## config.mk

```make
export PLATFORM = sky130hd
export DESIGN_NAME = multicycle_ctrl
export DESIGN_NICKNAME = d
export VERILOG_FILES = /design/src/rtl/multicycle_ctrl.sv
export SDC_FILE = /design/constraint.sdc
export NUM_CORES = 1
export LEC_CHECK = 0
export CAP_MARGIN = 10
export CELL_PAD_IN_SITES_DETAIL_PLACEMENT = 0
export CELL_PAD_IN_SITES_GLOBAL_PLACEMENT = 2
export CORE_MARGIN = 1.5
export CORE_UTILIZATION = 35
export CTS_CLUSTER_DIAMETER = 120
export DETAILED_ROUTE_END_ITERATION = 8
export DONT_BUFFER_PORTS = 1
export GPL_ROUTABILITY_DRIVEN = 0
export PLACE_DENSITY = 0.88
export REMOVE_ABC_BUFFERS = 1
export SYNTH_ARGS = -nofsm -noshare
export SYNTH_HDL_FRONTEND = slang
export SYNTH_SLANG_ARGS = --single-unit
```

## constraint.sdc

```tcl
create_clock -name clk -period 3.3 [get_ports clk]
set_input_delay 0.66 -clock clk [delete_from_list [all_inputs] [get_ports clk]]
set_output_delay 0.66 -clock clk [all_outputs]
set_load 0.03 [all_outputs]
```

## src/rtl/multicycle_ctrl.sv

```systemverilog
// Multi-cycle sequencing FSM for an RV32 core with a shared memory port.
// Steps each instruction through FETCH/DECODE/EXEC/MEM/WB and issues the datapath
// enables for that step. It also runs the mem_ready wait handshake, including a
// timeout on a wait that lasts too long.
module multicycle_ctrl #(
  parameter int unsigned WAIT_MAX = 15,
  parameter int unsigned CNT_W    = 8
) (
  input  logic        clk,
  input  logic        rst,
  input  logic [31:0] instr,
  input  logic        mem_ready,
  input  logic        br_taken,
  output logic [2:0]  state,
  output logic        mem_req,
  output logic        mem_we,
  output logic        addr_sel,
  output logic        ir_we,
  output logic        pc_we,
  output logic [1:0]  pc_sel,
  output logic        reg_we,
  output logic [1:0]  wb_sel,
  output logic        sub_en,
  output logic        illegal,
  output logic        bus_err,
  output logic        instret
);

  typedef enum logic [2:0] {
    FETCH  = 3'd0,
    DECODE = 3'd1,
    EXEC   = 3'd2,
    MEM    = 3'd3,
    WB     = 3'd4
  } state_t;

  typedef enum logic [3:0] {
    CL_LUI, CL_AUIPC, CL_JAL, CL_JALR, CL_BRANCH,
    CL_LOAD, CL_STORE, CL_OPIMM, CL_OP, CL_ILLEGAL
  } iclass_t;

  state_t           state_q, state_d;
  logic [CNT_W-1:0] cnt_q, cnt_d;
  iclass_t          iclass;
  logic             timeout;

  // Instruction bits this controller does not look at.
  logic unused_instr_bits;
  assign unused_instr_bits = ^{instr[31], instr[29:15], instr[11:7]};

  // Classify the opcode held in the IR.
  always_comb begin
    unique case (instr[6:0])
      7'b0110111: iclass = CL_LUI;
      7'b0010111: iclass = CL_AUIPC;
      7'b1101111: iclass = CL_JAL;
      7'b1100111: iclass = CL_JALR;
      7'b1100011: iclass = CL_BRANCH;
      7'b0000011: iclass = CL_LOAD;
      7'b0100011: iclass = CL_STORE;
      7'b0010011: iclass = CL_OPIMM;
      7'b0110011: iclass = CL_OP;
      default:    iclass = CL_ILLEGAL;
    endcase
  end

  // A wait on the memory port expires when the counter has reached WAIT_MAX and the port is still not ready.
  assign timeout = ((state_q == FETCH) || (state_q == MEM)) && !mem_ready &&
                   (cnt_q == CNT_W'(WAIT_MAX));

  // Next state and all datapath controls, decoded from the current state and the inputs.
  always_comb begin
    // NOTE: every output gets a default before the case, so a path that does not
    // assign it cannot infer a latch.
    state_d  = state_q;
    mem_req  = 1'b0;
    mem_we   = 1'b0;
    addr_sel = 1'b0;
    ir_we    = 1'b0;
    pc_we    = 1'b0;
    pc_sel   = 2'd0;
    reg_we   = 1'b0;
    wb_sel   = 2'd0;
    sub_en   = 1'b0;
    illegal  = 1'b0;
    bus_err  = 1'b0;
    instret  = 1'b0;

    unique case (state_q)
      FETCH: begin
        mem_req = 1'b1;
        if (mem_ready) begin
          ir_we   = 1'b1;
          state_d = DECODE;
        end else if (timeout) begin
          bus_err = 1'b1;  // re-issue the fetch; PC holds
        end
      end
      DECODE: begin
        if (iclass == CL_ILLEGAL) begin
          pc_we   = 1'b1;
          illegal = 1'b1;
          state_d = FETCH;
        end else begin
          state_d = EXEC;
        end
      end
      EXEC: begin
        unique case (iclass)
          CL_BRANCH: begin
            pc_we   = 1'b1;
            pc_sel  = br_taken ? 2'd1 : 2'd0;
            instret = 1'b1;
            state_d = FETCH;
          end
          CL_JAL, CL_JALR: begin
            reg_we  = 1'b1;
            wb_sel  = 2'd2;
            pc_we   = 1'b1;
            pc_sel  = (iclass == CL_JAL) ? 2'd1 : 2'd2;
            instret = 1'b1;
            state_d = FETCH;
          end
          CL_LOAD, CL_STORE: state_d = MEM;
          CL_LUI, CL_AUIPC, CL_OP, CL_OPIMM: state_d = WB;
          default: state_d = FETCH;
        endcase
      end
      MEM: begin
        mem_req  = 1'b1;
        addr_sel = 1'b1;
        mem_we   = (iclass == CL_STORE);
        if (mem_ready) begin
          if (iclass == CL_STORE) begin
            pc_we   = 1'b1;
            instret = 1'b1;
            state_d = FETCH;
          end else begin
            state_d = WB;
          end
        end else if (timeout) begin
          bus_err = 1'b1;  // abort: skip the instruction without retiring it
          pc_we   = 1'b1;
          state_d = FETCH;
        end
      end
      WB: begin
        reg_we  = 1'b1;
        wb_sel  = (iclass == CL_LOAD) ? 2'd1 : 2'd0;
        pc_we   = 1'b1;
        instret = 1'b1;
        state_d = FETCH;
      end
      default: state_d = FETCH;
    endcase

    if (((state_q == EXEC) || (state_q == WB)) && (iclass == CL_OP) &&
        (instr[14:12] == 3'b000) && instr[30])
      sub_en = 1'b1;

    // Reset silences every enable in the same cycle it is raised.
    if (rst) begin
      state_d  = FETCH;
      mem_req  = 1'b0;
      mem_we   = 1'b0;
      addr_sel = 1'b0;
      ir_we    = 1'b0;
      pc_we    = 1'b0;
      pc_sel   = 2'd0;
      reg_we   = 1'b0;
      wb_sel   = 2'd0;
      sub_en   = 1'b0;
      illegal  = 1'b0;
      bus_err  = 1'b0;
      instret  = 1'b0;
    end
  end

  // The wait counter restarts on any state change or timeout and counts cycles not yet ready in FETCH/MEM.
  always_comb begin
    cnt_d = cnt_q;
    if (rst || (state_d != state_q) || timeout)
      cnt_d = '0;
    else if (((state_q == FETCH) || (state_q == MEM)) && !mem_ready)
      cnt_d = cnt_q + 1'b1;
  end

  // State and counter registers with synchronous reset.
  always_ff @(posedge clk) begin
    // NOTE: sequential state uses non-blocking assignments, so every register
    // samples its value from before the clock edge.
    if (rst) begin
      state_q <= FETCH;
      cnt_q   <= '0;
    end else begin
      state_q <= state_d;
      cnt_q   <= cnt_d;
    end
  end

  assign state = state_q;

endmodule

```

### Wiring by layer, run 1

Drawn at 6 px/µm. Only two layers are drawn.
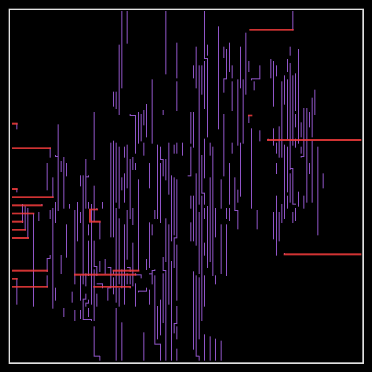
color	layer	wire length
purple	M2	1430 µm
red	M3	101 µm

### Cell placement, run 1

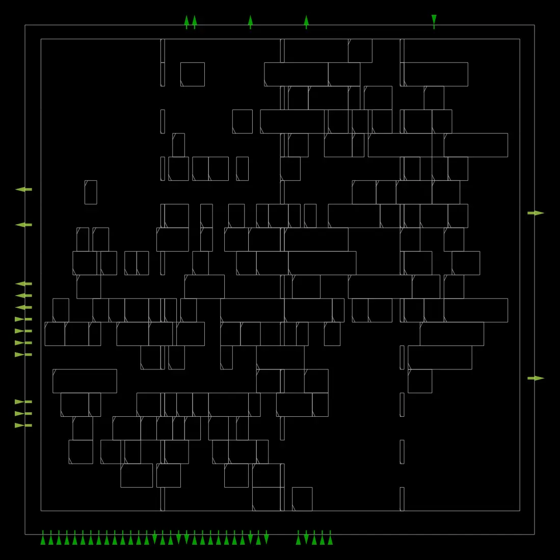
tally of non-filler cells in the final layout: 172
Rows: 20
sequential share of cell area: 0.193
layout filler cell count: 324
Core ar.: 0.00300 mm²

==> run summary, run 1 <==
The layout was made with Yosys and OpenROAD.

The power report attributes to the sequential group a share of 0.488. According to the floorplan report, the die height is 58.7 µm. The critical path capture point type is an output pin. Synthesis inferred 11 register bits. The wire length of the first global-routing pass is 4710 µm. The capture point of the critical path was reported as instret. The highest layer touched by signal routing is met4.

In this run the number of H-tree levels came out at 1. Measured against its own limit, the worst slew margin works out to 0.569. 0 antenna diodes ended up in the layout.

TritonCTS built the clock tree. Per Yosys stat, the portion of area used by sequential elements is 0.203. The placement report lists the number of port buffers as 0. The final core area utilization is 0.379. The portion of synthesized area spent on multiplexers is 0.00921. The multi-input combinational cell area is 787 µm². Leaving out the clock tree, the finished layout contains an inverter count of 3.

The global routing met1 resource utilization is 0.218. Yosys reported that registers with async set or reset make up 0. By startpoint and endpoint, the worst setup path is classified as flop to output pin.

The count of sequential standard cells is 11. The hold buffer count at CTS is 0. The total wire length is 2780 µm. The number of warnings in the stage logs is 46.

In the routed design, unresolved DRC markers number 0. The share of the core area taken by cells at floorplan is 0.362. The worst setup path startpoint is state[2]. The global-route met2 utilization is 0.287.

The capture instance of the worst register-to-register path is cnt_q[0]. The portion of total power attributed to the clock network is 0.327. Summing every instance area after synthesis gives 0.00109 mm².

The final design was reported to hold multi-input combinational gates totalling 114. The worst path in the final design needs a cycle of 2.93 ns, including I/O delays and setup. The multi-input gate share of the layout cell area is 0.691.

In the per-layer summary, the met1 wirelength comes to 1230 µm. For the worst flop-to-flop path, the logic depth is 5. The buffer share of cell area is 0.0462. Setup total negative slack on the finished layout was measured at 0 ns. The clock latency on the worst-skew pair is 0.27 ns. The simple-gate portion of the synthesized area is 0.479. The net switching power of the design is 0.0000823 W. Counting every sink on the clock net gives 11. Looking at the group totals, the largest power group turns out to be registers. The first routing iteration left 62 violations. The final count of negative-setup-slack endpoints is 0. Measured on the final layout, the clock distribution area share stands at 0.0231. The run finished with clean final reports.

The source of the worst register-to-register timing path is state[2]. In this run the VDD rail shows a maximum IR drop of 90.3 µV. The clock tree buffer depth is 2. The flow reports power dissipated in the clock network as 0.0000926 W.

The highest clock rate is 341 MHz. The longest individual stage delay on the worst path is 0.52 ns. The number of distinct standard cells referenced by the synthesized netlist is 47.

The setup slack of the worst register-to-register path is 1.23 ns. STA classifies the critical path startpoint as a flop. The detailed router reports a met2 wire length of 1430 µm. The aoi/oai-family share of the synthesized area is 0.137. Counting instances, the worst hold path has a depth of 2.

The worst hold slack after final layout is 0.560 ns. The layer carrying the most global-route usage is met2. The antenna violation net count after detailed routing is 0. The script logs the mean routed wire length per placed instance as 16.2 µm.

Relative to the synthesized area, the layout overhead comes to 4.72%. Of the total synthesized cell area, the portion taken by full adders, half adders and majority gates is 0.0115. The final route contains 1085 vias. In the final layout, flip-flops and latches occupy 220 µm². Across the run, the number of max-cap violations was 0.

The layout has 4 clock buffers. The design draws 0.000283 W. In this run, CTS created clock tree buffers numbering 3.

After detailed routing, the met3 layer carries 101 µm of wire. The highest-delay cell along the critical path is dfxtp_1. Per the detail_route report, vias per standard cell equal 6.31.

The slack of the critical path is 0.367 ns. Among cell families on the critical path, the largest total delay comes from simple AND/OR/NAND/NOR gates. Post-synth the commonest register cell is dfxtp_1.

The total power per unit cell area is 249 mW/mm². Per the synthesis report, the XOR/XNOR share of the synthesized area is 0.0875. In the hold report, the worst path ends at cnt_q[1]. The final tally of hold violations is 0. The warning tally printed by Yosys for this design is 0. Entering global routing, the biggest net connects 16 pins.

The worst endpoint required time is 2.64 ns. At the worst endpoint, the arrival time is 2.27 ns. The non-clock buffer count in the final layout is 7.

The tree is rooted in a clkbuf_4. The first-pass detailed-route iteration total is 4. The average cell area after synthesis is 7.88 µm².
### Wiring heat map, run 1

Drawn at 4 px/µm. The die is cut into 12 by 12 equal tiles; dark purple is low, yellow is high, scaled to the fullest tile. Values are wire area over tile area, all layers added.
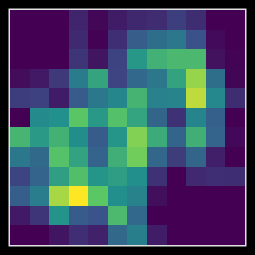
densest ninth of the die	center
mean over tiles	0.12
fullest tile	0.44

==> run 1: synthesized netlist by cell type, types with 3 or more instances <==
master,n,area share
nand2_1,10,0.035
nand4_1,3,0.017
a31oi_1,3,0.017
buf_2,5,0.023
nor4_1,11,0.063
nor3_1,8,0.037
xor2_1,9,0.073
dfxtp_1,11,0.20
inv_1,3,0.010
nand3_1,9,0.041
and4_1,3,0.024
a21oi_1,5,0.023
and3_1,5,0.029
nor2_1,11,0.038
==> run 1: stage by stage <==
step,instances,area [µm²]
global placement,168,1110
CTS,172,1140
detailed placement,168,1110
floorplan,128,1020
finish,172,1140
global route,172,1140
==> run 1: sequential cells by signal, summed over array words and instances (netlist names) <==
signal	count
cnt_q	8
state	3
### Gate families picked out, run 1

Drawn at 6 px/µm.
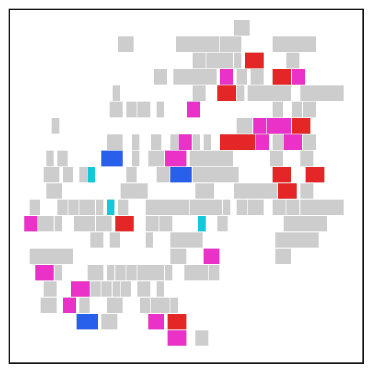

==> run 2, diff against run 1 <==
--- a/config.mk
+++ b/config.mk
@@ -9,12 +9,12 @@
 export CELL_PAD_IN_SITES_DETAIL_PLACEMENT = 0
 export CELL_PAD_IN_SITES_GLOBAL_PLACEMENT = 2
 export CORE_MARGIN = 1.5
-export CORE_UTILIZATION = 35
+export CORE_UTILIZATION = 33
 export CTS_CLUSTER_DIAMETER = 120
 export DETAILED_ROUTE_END_ITERATION = 8
 export DONT_BUFFER_PORTS = 1
 export GPL_ROUTABILITY_DRIVEN = 0
-export PLACE_DENSITY = 0.88
+export PLACE_DENSITY = 0.84
 export REMOVE_ABC_BUFFERS = 1
 export SYNTH_ARGS = -nofsm -noshare
 export SYNTH_HDL_FRONTEND = slang
==> constraint.sdc (replaced) <==
create_clock -name clk -period 3 [get_ports clk]
set_input_delay 0.6 -clock clk [delete_from_list [all_inputs] [get_ports clk]]
set_output_delay 0.6 -clock clk [all_outputs]
set_load 0.03 [all_outputs]
### Gate families picked out, run 2

Drawn at 6 px/µm.
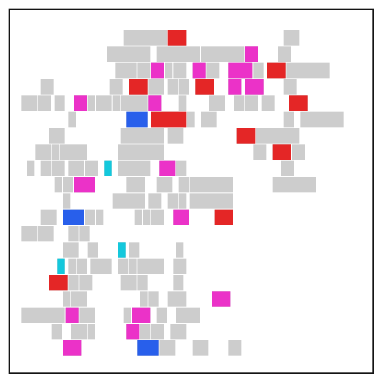
color	family	cells	most used
blue	non-inverting ao/oa cells	3	o211a_1
magenta	and/or cells	16	and3_1
cyan	inv cells	3	inv_1
red	xor and xnor cells	10	xor2_1

==> run 2 against run 1 <==
Routed wire length up 0.43%. Final cell count up 9.3%. Setup slack worse by 0.13 ns. Clock power up about 10%. Combinational power up 16%. Largest power group unchanged. Highest routed layer is now met3.
==> run summary, run 2 <==
The layout was made with Yosys and OpenROAD.

The total power per unit cell area is 264 mW/mm² (+6.2%). The async set or reset register ratio after synthesis is 0 (unchanged). The number of clock sinks is 11 (unchanged).

The DRC marker count from the first detailed-route iteration is 41 (-34%). The CTS tree is yes. The count of antenna diodes in the layout came to 0 (unchanged). The count of synthesis-stage warnings from yosys is 0 (unchanged). The post-synthesis sequential element count is 11 (unchanged). The placeable core area is 0.00310 mm² (+3.3%).

Static timing analysis puts the maximum clock frequency at 362 MHz. The critical-path maximum fanout is 12. By area the synthesized netlist is led by dfxtp_1 (20%), xor2_1 (7.2%), nor4_1 (6.3%). The number of flip-flops under the largest register name is 8 (unchanged).

The startpoint type of the worst setup path is a flop. The net switching power of the design is 0.0000938 W (+14%). The area growth from synthesis to layout is 9.55%. The sequential portion of the cell area is 0.185 (-0.00853).

The multi-input gate count is 114 (unchanged). The register name with the most flops is cnt_q. The DRC violation count after routing was 0 (unchanged). The portion of total power attributed to the clock network is 0.329 (+0.002). The maximum vdd ir drop is 90.5 µV (+0.22%). The highest-delay cell along the critical path is dfxtp_1. The run finished with clean final reports. The largest net degree at the start of global routing is 16 (unchanged). The post-cts sizing count is 0. The final tally of hold violations is 0 (unchanged). The count of sequential standard cells was 11 (unchanged). The multi-input combinational cell area came to 787 µm² (unchanged). The portion of total power attributed to sequential cells was 0.477 (-0.011). The count of H-tree levels built during CTS is 1 (unchanged). The simple-gate portion of the synthesized area is 0.479 (unchanged). The number of buffers inserted during clock tree synthesis is 3 (unchanged). The area share of fa/ha/maj cells after synthesis is 0.0115 (unchanged). For this run, the leading register cell type out of synthesis is dfxtp_1. The number of fillers in the final layout is 353 (+9.0%). The top-area cell type share of the netlist area is 0.203 (unchanged). The longest individual stage delay on the worst path came to 0.53 ns (about the same).

The family with the most delay on the worst path is simple AND/OR/NAND/NOR gates. The post-synthesis instance area is 0.00109 mm² (unchanged). The max-slew headroom at the worst pin was 0.568 (-0.00115).

The worst hold slack after final layout is 0.518 ns (-0.0421 ns). The clock-cell share of area is 0.0231 (+0.0000323). The total cell area at the placement stage was 0.00116 mm² (+4.6%). The data arrival at the endpoint of the critical path was 2.16 ns (-0.11 ns).

The critical path capture point type is an output pin. The pre-placement core utilization is 0.350 (-0.0117). The total non-filler cell area in the finished layout is 0.00119 mm² (+4.6%). The total vias in the final route was 1059 (-2.4%). The count of non-CTS inverters in the layout is 3 (unchanged). The number of warnings in the stage logs is 46 (unchanged).

The average cell area after synthesis was 7.88 µm² (unchanged). The final count of negative-setup-slack endpoints is 0 (unchanged). The height of the die is 60.4 µm (+2.8%). The tally of buffers added on design ports is 0 (unchanged). The multi-input gate share of the layout cell area came to 0.661 (-0.0305).

The post-route total power is 0.000315 W (+11%). The detail-routed via count per cell is 5.63 (-11%). The worst endpoint required time is 2.40 ns (-0.24 ns).

By count the netlist is led by dfxtp_1 (11), nor2_1 (11), nor4_1 (11). The wire length of the first global-routing pass is 4730 µm (+0.45%). The cell sitting at the root of the clock tree is a clkbuf_4. The final setup TNS came to 0 ns (unchanged). Looking at the group totals, the largest power group turns out to be registers.

The cell type with the highest aggregate area in the netlist is dfxtp_1. The clock latency on the worst-skew pair is 0.27 ns (about the same). The sequential fraction of the synthesis area was 0.203 (unchanged). The hold buffer count at CTS is 0 (unchanged). The final core area utilization was 0.384 (+0.00470). The clock tree buffer depth is 2 (unchanged). The mux cell area share after synthesis came to 0.00921 (unchanged). The area taken by flip-flops and latches is 220 µm² (unchanged).

The clock network power consumption is 0.000104 W (+10%). The class of the most critical setup path is flop to output pin. The total of max-cap violations is 0 (unchanged). The final critical path time including I/O delays and setup is 2.76 ns. The average wire per cell in the routed design came to 14.9 µm (-8.1%). The number of distinct standard cells referenced by the synthesized netlist is 47 (unchanged).

The non-clock buffer count in the final layout is 12 (+5).
[run 2: through the flow]
step	instances	worst slack, ns
after detailed placement	184	0.552
after CTS	188	0.229
after global placement	184	0.542
after global routing	188	0.0890
final	188	0.237
after floorplan	128	0.387
[run 2: routing by layer]
layer  GRT usage  share of wire
met3      0.0469          0.034
met1       0.236           0.49
met2       0.269           0.48
met5           0              0
met4      0.0190              0
[run 2: final timing paths]
path                  start  endpoint  slack, ns  depth (start not counted)
setup / recovery   state[2]     pc_we       0.24                          6
hold / removal    mem_ready  state[2]       0.52                          2
setup reg to reg   state[2]  cnt_q[7]       0.93                          6
hold reg to reg    cnt_q[1]  cnt_q[1]       0.57                          2
### Wiring by layer, run 2

Drawn at 6 px/µm. Only two layers are drawn.
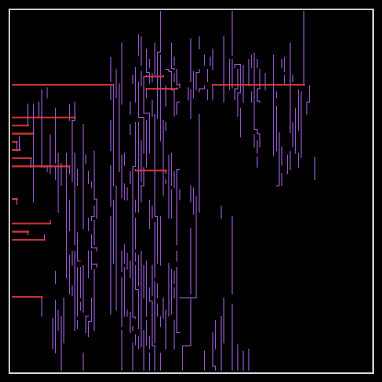

==> run 3, diff against run 2 <==
--- a/config.mk
+++ b/config.mk
@@ -9,13 +9,15 @@
 export CELL_PAD_IN_SITES_DETAIL_PLACEMENT = 0
 export CELL_PAD_IN_SITES_GLOBAL_PLACEMENT = 2
 export CORE_MARGIN = 1.5
-export CORE_UTILIZATION = 33
+export CORE_UTILIZATION = 35
 export CTS_CLUSTER_DIAMETER = 120
 export DETAILED_ROUTE_END_ITERATION = 8
 export DONT_BUFFER_PORTS = 1
 export GPL_ROUTABILITY_DRIVEN = 0
-export PLACE_DENSITY = 0.84
+export PLACE_DENSITY = 0.88
 export REMOVE_ABC_BUFFERS = 1
+export SKIP_CTS_REPAIR_TIMING = 1
+export SLEW_MARGIN = 25
 export SYNTH_ARGS = -nofsm -noshare
 export SYNTH_HDL_FRONTEND = slang
 export SYNTH_SLANG_ARGS = --single-unit
==> constraint.sdc (replaced) <==
create_clock -name clk -period 3.2 [get_ports clk]
set_input_delay 0.64 -clock clk [delete_from_list [all_inputs] [get_ports clk]]
set_output_delay 0.64 -clock clk [all_outputs]
set_load 0.03 [all_outputs]
### Wiring by layer, run 3

Drawn at 6 px/µm. Only two layers are drawn.
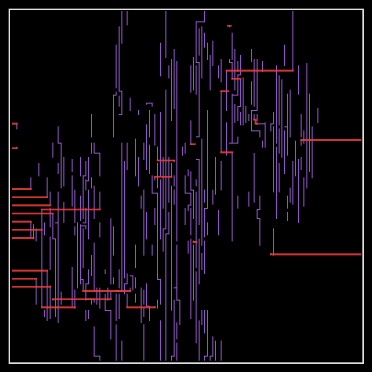
color	layer	wire length
red	M3	136 µm
purple	M2	1400 µm

==> run 3 against run 2 <==
Sequential power shrank 5%. Critical path depth is the same. Die size shrank 5.4%. Worst hold slack gained 0.043 ns. Critical endpoint unchanged. Sequential share of layout area grew 0.48 points. Combinational power shrank 9.4%. Utilization grew 0.28 points. Cell area shrank 2.5%. Power shrank 5.8%. Synthesized cell count is the same.
==> run summary, run 3 <==
The layout was made with Yosys and OpenROAD.

The number of distinct standard cells referenced by the synthesized netlist was 47 (unchanged). The DRC violation count after routing is 0 (unchanged). The count of non-CTS inverters in the layout came to 3 (unchanged). The DRC marker count from the first detailed-route iteration is 26 (-37%). The class of the most critical setup path is flop to output pin.

Compared with the post-synthesis result, the final layout area differs by 6.79%. The simple-gate portion of the synthesized area is 0.479 (unchanged). The number of buffers inserted during clock tree synthesis was 3 (unchanged).

The multi-input combinational cell area is 787 µm² (unchanged). The routed length on met3 is 135 µm (+44%). The height of the die is 58.7 µm (-2.8%). The total power per unit cell area is 255 mW/mm² (-3.4%). The flow ran to the end, and the final reports show no timing, DRC or antenna violations.

The dominant power group is registers. The clock network power consumption is 0.0000995 W (-4%). The met2 wire length is 1400 µm (+5.0%).

The final count of negative-setup-slack endpoints is 0 (unchanged). The register name with the most flops is cnt_q. The total of max-cap violations was 0 (unchanged). The sequential fraction of the synthesis area is 0.203 (unchanged). The final setup TNS is 0 ns (unchanged).

The worst setup path is captured at an output pin. The placeable core area is 0.00300 mm² (-3.2%). The via count of the first global-routing pass came to 1053. The non-clock buffer count in the final layout came to 10 (-2). The sequential portion of the cell area is 0.190 (+0.00478). The global-route met2 utilization is 0.284 (+0.0155).

The synthesis area per yosys is 0.00109 mm². The wire length of the first global-routing pass is 4770 µm (+1.0%). The highest clock rate this design can be run at is 362 MHz. The portion of total power attributed to sequential cells is 0.478 (about the same).

The multi-input gate count was 114 (unchanged). The maximum vdd ir drop is 76.6 µV (-15%). The number of fillers in the final layout is 320 (-9.3%). The cell class with the largest area share is multi-input combinational cells.

The total vias in the final route is 1113 (+5.1%). The count of synthesis-stage warnings from yosys is 0 (unchanged). The count of H-tree levels built during CTS is 1 (unchanged). The highest-delay cell along the critical path is dfxtp_1.

The top-area cell type share of the netlist area is 0.203 (unchanged). The final tally of hold violations is 0 (unchanged). The number of warnings in the stage logs is 46 (unchanged). The highest metal layer with signal wires is met4.

The number of clock sinks came to 11 (unchanged). The post-synthesis instance area is 0.00109 mm² (unchanged). Per STA, the worst path accumulates the most delay in the family simple AND/OR/NAND/NOR gates. The detail-routed via count per cell was 6.36 (+13%). The area taken by flip-flops and latches is 220 µm² (unchanged). The switching part of the total is 0.300.

The fraction of power consumed by combinational cells is 0.186. The clock-cell share of area came to 0.0226 (-0.000480). The net switching power of the design is 0.0000889 W (-5.2%). The post-route total power is 0.000296 W (-5.8%).

The portion of total power attributed to the clock network was 0.336 (+0.007). The clock tree buffer depth is 2 (unchanged). The count of antenna diodes in the layout came to 0 (unchanged).

After synthesis, the most frequently instantiated cells are dfxtp_1 (11), nor2_1 (11), nor4_1 (11). The count of nets left with antenna violations once routing finished came out at 0. The critical-path maximum fanout was 9 (-3). The total wire length is 2850 µm. The longest individual stage delay on the worst path was 0.57 ns (+0.04 ns). The met1 wire length is 1290 µm (-5.7%). The average cell area after synthesis is 7.88 µm² (unchanged). For the finished layout, the period the worst path requires is 2.76 ns.

The largest net degree at the start of global routing is 16 (unchanged). The startpoint type of the worst setup path is a flop. The main area contributors are dfxtp_1 (20%), xor2_1 (7.2%), nor4_1 (6.3%). The number of flip-flops under the largest register name is 8 (unchanged).

The post-synthesis sequential element count was 11 (unchanged). The mux cell area share after synthesis was 0.00921 (unchanged). The pre-placement core utilization is 0.362 (+0.0117). The async set or reset register ratio after synthesis was 0 (unchanged). The global routing stage identified its most utilized layer as met2. The cell type with the highest aggregate area in the netlist is dfxtp_1. The global routing met1 resource utilization is 0.233 (-0.00351). The area share of fa/ha/maj cells after synthesis was 0.0115 (unchanged). The worst endpoint required time is 2.56 ns (+0.16 ns).

The tally of buffers added on design ports is 0 (unchanged). The clock latency on the worst-skew pair came to 0.27 ns (about the same). The global routing met3 resource utilization is 0.0154 (-0.0315). The count of sequential standard cells was 11 (unchanged).
run 3: final timing paths:
| kind | start | end | slack (ns) | depth (start not counted) |
|---|---|---|---|---|
| max | state[1] | pc_we | 0.44 | 6 |
| min | cnt_q[7] | cnt_q[7] | 0.56 | 2 |
| max reg2reg | state[1] | cnt_q[3] | 1.22 | 5 |
| min reg2reg | cnt_q[7] | cnt_q[7] | 0.56 | 2 |
run 3: stage by stage:
stage               instance area [µm²]   util  cells  hold slack (ns)  setup slack (ns)
floorplan                          1020      -    128            0.518             0.547
global placement                   1130  0.378    171            0.537             0.709
detailed placement                 1130  0.378    171            0.559             0.695
CTS                                1160  0.387    175            0.555             0.397
global route                       1160  0.387    175            0.556             0.280
finish                             1160  0.387    175            0.561             0.441

==> screenshots <==
A small window of the routed layout.
picture 1
Region (14, 14) to (44, 44) µm. Cells in gray, sequential cells in the stronger gray; small squares are vias.
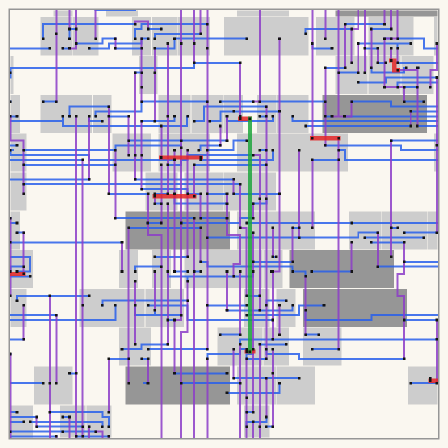
picture 2
Region (14, 14) to (44, 44) µm. Cells in gray, sequential cells in the stronger gray; small squares are vias.
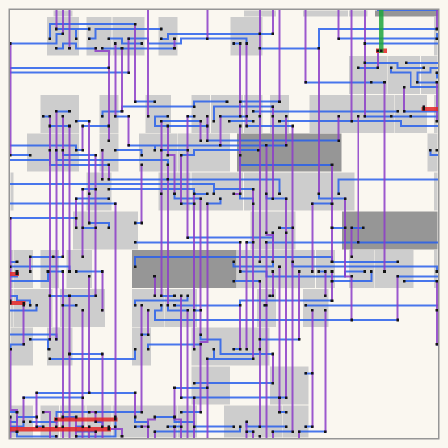
picture 3
Region (15, 15) to (45, 45) µm. Cells in gray, sequential cells in the stronger gray; small squares are vias.
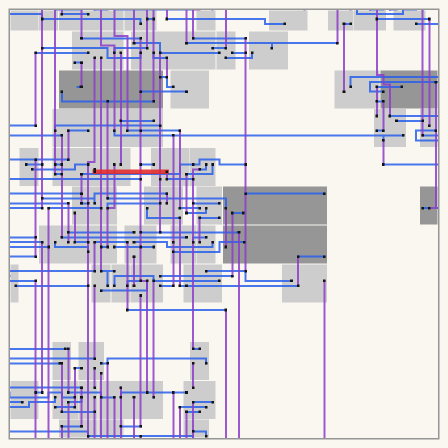
run 1: picture 2
run 3: picture 1
run 2: picture 3

Key to picture 2:
color	layer
purple	M2
red	M3
green	M4
blue	M1
cells with their middle in the window	56
sequential cells in the window	3
most frequent	nor2_1 (7), nand2_1 (4), a21oi_1 (4)
netlist names of flops here include	state (3)

No activity file was given, so power comes from the tool's default toggle rates.
